Fig. 1: supply network
Bar = 100 µm. Pins as bars on the die edge.
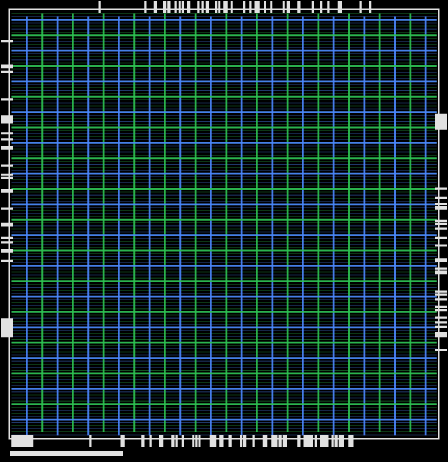
Fig. 2: wires at chosen ports, followed through buffers
Bar = 100 µm.
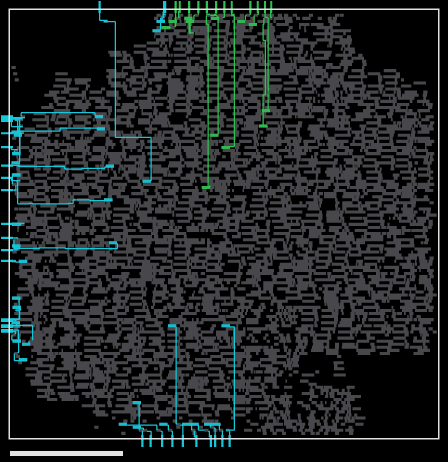
Fig. 3: placement by cell class
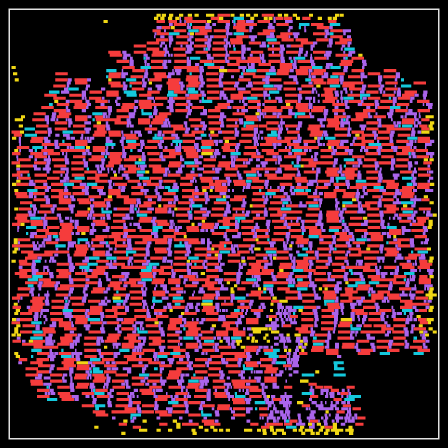
Fig. 4: cell area per tile
Bar = 100 µm. 38 x 38 tiles, from black (low) to pale yellow (high), 0 to 100% covered.
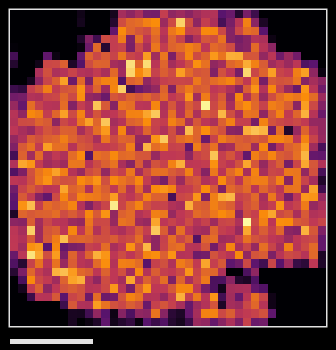
==> src/rtl/trace_pkg.sv <==
// Shared types and sizing helpers for the store trace capture path.
package trace_pkg;

    localparam int TRACE_DEPTH_DEFAULT = 16;
    localparam int TRACE_ADDR_W        = 12;

    typedef struct packed {
        logic [31:0]             pc;
        logic [TRACE_ADDR_W-1:0] addr;
        logic [31:0]             data;
    } trace_entry_t;

    // Occupancy must represent 0..depth inclusive, hence one bit more than the pointer.
    function automatic int level_width(input int depth);
        return $clog2(depth) + 1;
    endfunction

endpackage

==> src/rtl/sync_fifo.sv <==
// Synchronous FIFO with a registered head word; occupancy drives full/empty, not pointer equality.
// The caller guarantees pop_i only when valid_o is high and push_i only when not full or popping.
module sync_fifo
    import trace_pkg::*;
#(
    parameter int WIDTH = 76,
    parameter int DEPTH = TRACE_DEPTH_DEFAULT,
    parameter int PTR_W = $clog2(DEPTH),
    parameter int LVL_W = level_width(DEPTH)
) (
    input  logic             CLK,
    input  logic             RST,
    input  logic             clr_i,
    input  logic             push_i,
    input  logic             pop_i,
    input  logic [WIDTH-1:0] din_i,
    output logic [WIDTH-1:0] dout_o,
    output logic             valid_o,
    output logic [LVL_W-1:0] level_o,
    output logic             full_o
);

    logic [WIDTH-1:0] r_mem [DEPTH];
    logic [PTR_W-1:0] r_wr_ptr;
    logic [PTR_W-1:0] r_rd_ptr;
    logic [LVL_W-1:0] r_level;
    logic [WIDTH-1:0] r_head;
    logic             r_valid;
    logic             r_full;

    logic [PTR_W-1:0] w_rd_next;
    logic [LVL_W-1:0] w_level_next;
    logic [WIDTH-1:0] w_head_next;

    // Next read pointer, occupancy and head word; an empty FIFO presents an all-zero head.
    always_comb begin
        w_rd_next    = r_rd_ptr;
        w_level_next = r_level;
        w_head_next  = {WIDTH{1'b0}};
        if (pop_i) begin
            w_rd_next = r_rd_ptr + PTR_W'(1);
        end else begin
            w_rd_next = r_rd_ptr;
        end
        case ({push_i, pop_i})
            2'b10:   w_level_next = r_level + LVL_W'(1);
            2'b01:   w_level_next = r_level - LVL_W'(1);
            default: w_level_next = r_level;
        endcase
        // When nothing older survives the pop, the word being pushed becomes the new head.
        if (w_level_next == {LVL_W{1'b0}}) begin
            w_head_next = {WIDTH{1'b0}};
        end else if ((r_level - LVL_W'(pop_i)) == {LVL_W{1'b0}}) begin
            w_head_next = din_i;
        end else begin
            w_head_next = r_mem[w_rd_next];
        end
    end

    // Storage array write port; contents are never reset and only read once written.
    always_ff @(posedge CLK) begin
        if (push_i && !RST && !clr_i) begin
            r_mem[r_wr_ptr] <= din_i;
        end
    end

    // Pointer, occupancy and registered head state.
    always_ff @(posedge CLK) begin
        if (RST || clr_i) begin
            r_wr_ptr <= {PTR_W{1'b0}};
            r_rd_ptr <= {PTR_W{1'b0}};
            r_level  <= {LVL_W{1'b0}};
            r_head   <= {WIDTH{1'b0}};
            r_valid  <= 1'b0;
            r_full   <= 1'b0;
        end else begin
            if (push_i) begin
                r_wr_ptr <= r_wr_ptr + PTR_W'(1);
            end
            r_rd_ptr <= w_rd_next;
            r_level  <= w_level_next;
            r_head   <= w_head_next;
            r_valid  <= (w_level_next != {LVL_W{1'b0}});
            r_full   <= (w_level_next == LVL_W'(DEPTH));
        end
    end

    assign dout_o  = r_head;
    assign valid_o = r_valid;
    assign level_o = r_level;
    assign full_o  = r_full;

endmodule

==> src/rtl/store_trace_fifo.sv <==
// Captures CPU data-memory stores as {pc, addr, data} entries and drains them over valid/ready.
// Head outputs read as zero whenever out_valid_o is low.
module store_trace_fifo
    import trace_pkg::*;
#(
    parameter int DEPTH  = TRACE_DEPTH_DEFAULT,
    parameter int ADDR_W = TRACE_ADDR_W,
    parameter int CNT_W  = 16
) (
    input  logic                          CLK,
    input  logic                          RST,
    input  logic                          enable_i,
    input  logic                          clear_i,
    input  logic [31:0]                   pc_i,
    input  logic                          mem_we_i,
    input  logic [31:0]                   mem_addr_i,
    input  logic [31:0]                   mem_wdata_i,
    output logic                          out_valid_o,
    input  logic                          out_ready_i,
    output logic [31:0]                   out_pc_o,
    output logic [ADDR_W-1:0]             out_addr_o,
    output logic [31:0]                   out_data_o,
    output logic [level_width(DEPTH)-1:0] level_o,
    output logic [CNT_W-1:0]              drop_cnt_o,
    output logic                          full_o
);

    localparam int LVL_W   = level_width(DEPTH);
    localparam int ENTRY_W = 64 + ADDR_W;

    logic               w_store;
    logic               w_push;
    logic               w_pop;
    logic               w_drop;
    logic               w_valid;
    logic               w_full;
    logic [ENTRY_W-1:0] w_din;
    logic [ENTRY_W-1:0] w_dout;
    logic [LVL_W-1:0]   w_level;
    logic [CNT_W-1:0]   r_drop_cnt;

    // Only the low address bits are traced; the rest are deliberately ignored.
    generate
        if (ADDR_W < 32) begin : g_addr_unused
            logic w_unused_addr;
            assign w_unused_addr = ^mem_addr_i[31:ADDR_W];
        end
    endgenerate

    // A pop on a full FIFO frees the slot in the same edge, so the store is still accepted.
    assign w_store = enable_i & mem_we_i;
    assign w_pop   = w_valid & out_ready_i & ~clear_i;
    assign w_push  = w_store & (~w_full | w_pop) & ~clear_i;
    assign w_drop  = w_store & w_full & ~w_pop & ~clear_i;
    assign w_din   = {pc_i, mem_addr_i[ADDR_W-1:0], mem_wdata_i};

    sync_fifo #(
        .WIDTH (ENTRY_W),
        .DEPTH (DEPTH),
        .PTR_W ($clog2(DEPTH)),
        .LVL_W (LVL_W)
    ) u_fifo (
        .CLK     (CLK),
        .RST     (RST),
        .clr_i   (clear_i),
        .push_i  (w_push),
        .pop_i   (w_pop),
        .din_i   (w_din),
        .dout_o  (w_dout),
        .valid_o (w_valid),
        .level_o (w_level),
        .full_o  (w_full)
    );

    // Saturating count of stores lost to a full FIFO.
    always_ff @(posedge CLK) begin
        if (RST) begin
            r_drop_cnt <= {CNT_W{1'b0}};
        end else if (clear_i) begin
            r_drop_cnt <= {CNT_W{1'b0}};
        end else if (w_drop && (r_drop_cnt != {CNT_W{1'b1}})) begin
            r_drop_cnt <= r_drop_cnt + CNT_W'(1);
        end else begin
            r_drop_cnt <= r_drop_cnt;
        end
    end

    assign out_valid_o = w_valid;
    assign out_pc_o    = w_dout[ENTRY_W-1 -: 32];
    assign out_addr_o  = w_dout[32 +: ADDR_W];
    assign out_data_o  = w_dout[31:0];
    assign level_o     = w_level;
    assign full_o      = w_full;
    assign drop_cnt_o  = r_drop_cnt;

endmodule

==> config.mk <==
export PLATFORM = sky130hd
export DESIGN_NAME = store_trace_fifo
export DESIGN_NICKNAME = d
export VERILOG_FILES = /design/src/rtl/trace_pkg.sv /design/src/rtl/sync_fifo.sv /design/src/rtl/store_trace_fifo.sv
export SDC_FILE = /design/constraint.sdc
export NUM_CORES = 2
export LEC_CHECK = 0
export ABC_CLOCK_PERIOD_IN_PS = 13000
export CAP_MARGIN = 25
export CORE_UTILIZATION = 43
export CTS_CLUSTER_DIAMETER = 60
export DETAILED_ROUTE_END_ITERATION = 8
export PLACE_DENSITY = 0.59
export SKIP_CTS_REPAIR_TIMING = 1
export SLEW_MARGIN = 20
export SYNTH_ARGS = -nofsm -noshare
export SYNTH_HDL_FRONTEND = slang
export SYNTH_HIERARCHICAL = 1
export SYNTH_SLANG_ARGS = --single-unit
==> constraint.sdc <==
create_clock -name CLK -period 13 [get_ports CLK]
set_clock_uncertainty 0.1 [all_clocks]
set_input_delay 3.25 -clock CLK [delete_from_list [all_inputs] [get_ports CLK]]
set_output_delay 3.25 -clock CLK [all_outputs]
set_load 0.02 [all_outputs]
==> CHANGELOG.md <==
### Implementation results

- Final Core Density: 49.4%
- Routed Antenna Nets: 0
- Max Slew Vio Count: 0
- Via Count: 38,600
- Reg power frac: 51.6%
- Yosys chip area: 61,000 µm²
- Ao+oa area frac: 9.06%
- Hold_sp: drop_cnt_o[15]$_SDFFE_PP0P_
- Pwr Density: 130 nW/µm²
- Gpl congestion: 0.715
- Yosys cell types: 59
- Tot GR Track Use: 22.0%
- Signal buf overhead: 3.77%
- Top power group: registers
- Clock Tree Buf Depth: 3
- Cells on Worst Hold Path: 2
- Largest logic family: multiplexers
- Simple share: 4.17%
- Row count: 137
- Critical path origin: out_ready_i
- Max reg flops: 1,216
- Mapped Cells: 4,380
- RSZ-0062 raised after global routing: false
- Async set-or-reset flop fraction in the synthesized netlist: 0%
- Top cell excl fill/tap: mux2i_1
- Layout cells sized above 1: 7.71%
- Residual DRC: 0
- Comb group: 0.000183 W
- Clock net power: 0.00418 W
- Largest cell class: registers
- Clock sink count: 1,323
- CP bufs+invs: 4
- Placed inst area: 64,200 µm²
- Max VDD drop: 0.0977 mV
- Comb_multi_in: 2,704
- Fill cells: 12,200
- Number of clock-tree buffers in the layout: 216
- Layout Nets: 4,563
- Log Warnings: 72
- Internal Power: 0.00716 W
- Slowest library cell on the worst path: buf_4
- Worst EP arrival: 7.46 ns
- Largest net degree at the start of global routing: 161
- Worst-Margin Slew: 1.43 ns
- Diodes inserted: 3
- Post-Syn Nets: 4,492
- HP Class: reg -> reg
- DR iter-0 viols: 2,522
- CP required: 13.50 ns
- Worst-path clk slew: 0.06 ns
- Vias per std cell: 5.98
- Routed length per instance: 25.0 µm
- Clock Root Buffer: clkbuf_16
- Mux share: 20.0%
- Largest register by flop count: u_fifo/r_mem
- Vias in the first global route: 37,700
- Synth top cells by count: mux2i_1 (1,218), edfxtp_1 (1,216), o22ai_1 (608), nor2_1 (261), a21oi_1 (170)
- Total chip power: 0.00902 W
- Post-route cell area: 69,300 µm²
- Logic share of the area: 29.9%
- Top-count cell post-synth: mux2i_1
- Min Tclk post-route: 6.95 ns
- Reg2reg start: u_fifo/r_rd_ptr[0]$_SDFF_PP0_
- Dpl hpwl: 78,500 µm
- ClkCell Share: 7.15%
- Crit. End Element: flop
- Most numerous logic cells after layout: mux2i_1 (1,218), edfxtp_1 (1,216), o22ai_1 (608), nor2_1 (249), clkdlybuf4s50_1 (180)
- Final Routed Wirelength: 161,000 µm
- Critical-path cell list: clkdlybuf4s50_1, nand2_1, a211oi_1, buf_4, inv_1, ha_1, xor2_1, ha_1, nor2_1, o31a_1, o211ai_2, xor2_1, a41o_4, buf_4, a21oi_1
- Yosys warns: 6
- Setup TNS: 0 ns
- CTS H-tree depth: 4
- Crit path to: u_fifo/dout_o[41]$_SDFF_PP0_
- GR peak layer: met2
- Flop2flop setup slack: 7.33 ns
- Met3 Track Usage GR: 3.52%
- WHS: 0.425 ns
- Main area contributors: edfxtp_1 (60%), mux2i_1 (20%), o22ai_1 (6.2%)
- Synth-to-Final Area Change: 13.6%
- Cells in synth_stat.txt: 4,380
- Fmax achieved: 144 MHz
- Cell Area, Synth: 61,000 µm²
- Static leakage: 19.7 nW
- Top sig layer: met5
- Number of buffers outside the clock class in the layout: 261
- Slack of the critical path: 6.05 ns
- Outcome: finished clean
- Critical path's largest stage delay: 0.85 ns
- Top cell area share: 59.8%
- Delay-heaviest family, CP: buffers and inverters
- CTS Buf Count: 152
- Met1 WL: 68,900 µm
- Initial cell density of the core: 43.5%
- Overflow after GRT: 0
- Met2 wire len: 81,100 µm
- Switching Share: 20.7%
- Port bufs: 180
- Period utilization: 53.5%
- Logic area: 20,700 µm²
- R2R Path End: u_fifo/dout_o[12]$_SDFF_PP0_
- Met2 GRT Util: 38.3%
- Yosys top cell by area: edfxtp_1
- Flop area: 38,700 µm²
- Seq group: 0.00466 W
- Initial antenna violation count: 13
- Clock power frac: 46.4%
- NetSw: 0.00186 W
- DP Worst Slack: 5.25 ns
- Startpoint types: input pin
- Post-synthesis sequential area ratio: 63.4%
- Final setup viols: 0
- # Taps: 1,876
- GRT met1 Usage: 27.9%
- Crit Path Max Fanout: 50
Notes on Fig. 1 above:
- blue: VSS
- green: VDD
- met1 rails: 138
- met5 straps: 27
- signal pins: 201
- rows: 137

Notes on Fig. 2 above:
- cyan: out_pc_o (direction output; end cells 32; buffers 32; wire 1,450 µm)
- green: out_addr_o (direction output; end cells 12; buffers 12; wire 721 µm)

Notes on Fig. 3 above:
- red: sequential cells (cells 1,323; share of their area 58%)
- yellow: remaining buffers and delay cells (cells 261; share of their area 3.9%)
- cyan: clock drivers and dummy loads (cells 282; share of their area 7.4%)
- purple: combinational and other logic (cells 2,713; share of their area 31%)

Notes on Fig. 4 above:
- tiles over 75% full: 7.5%
- nearly empty tiles: 12%
- mean over tiles: 47%

Power is estimated from default activity; no workload was simulated.
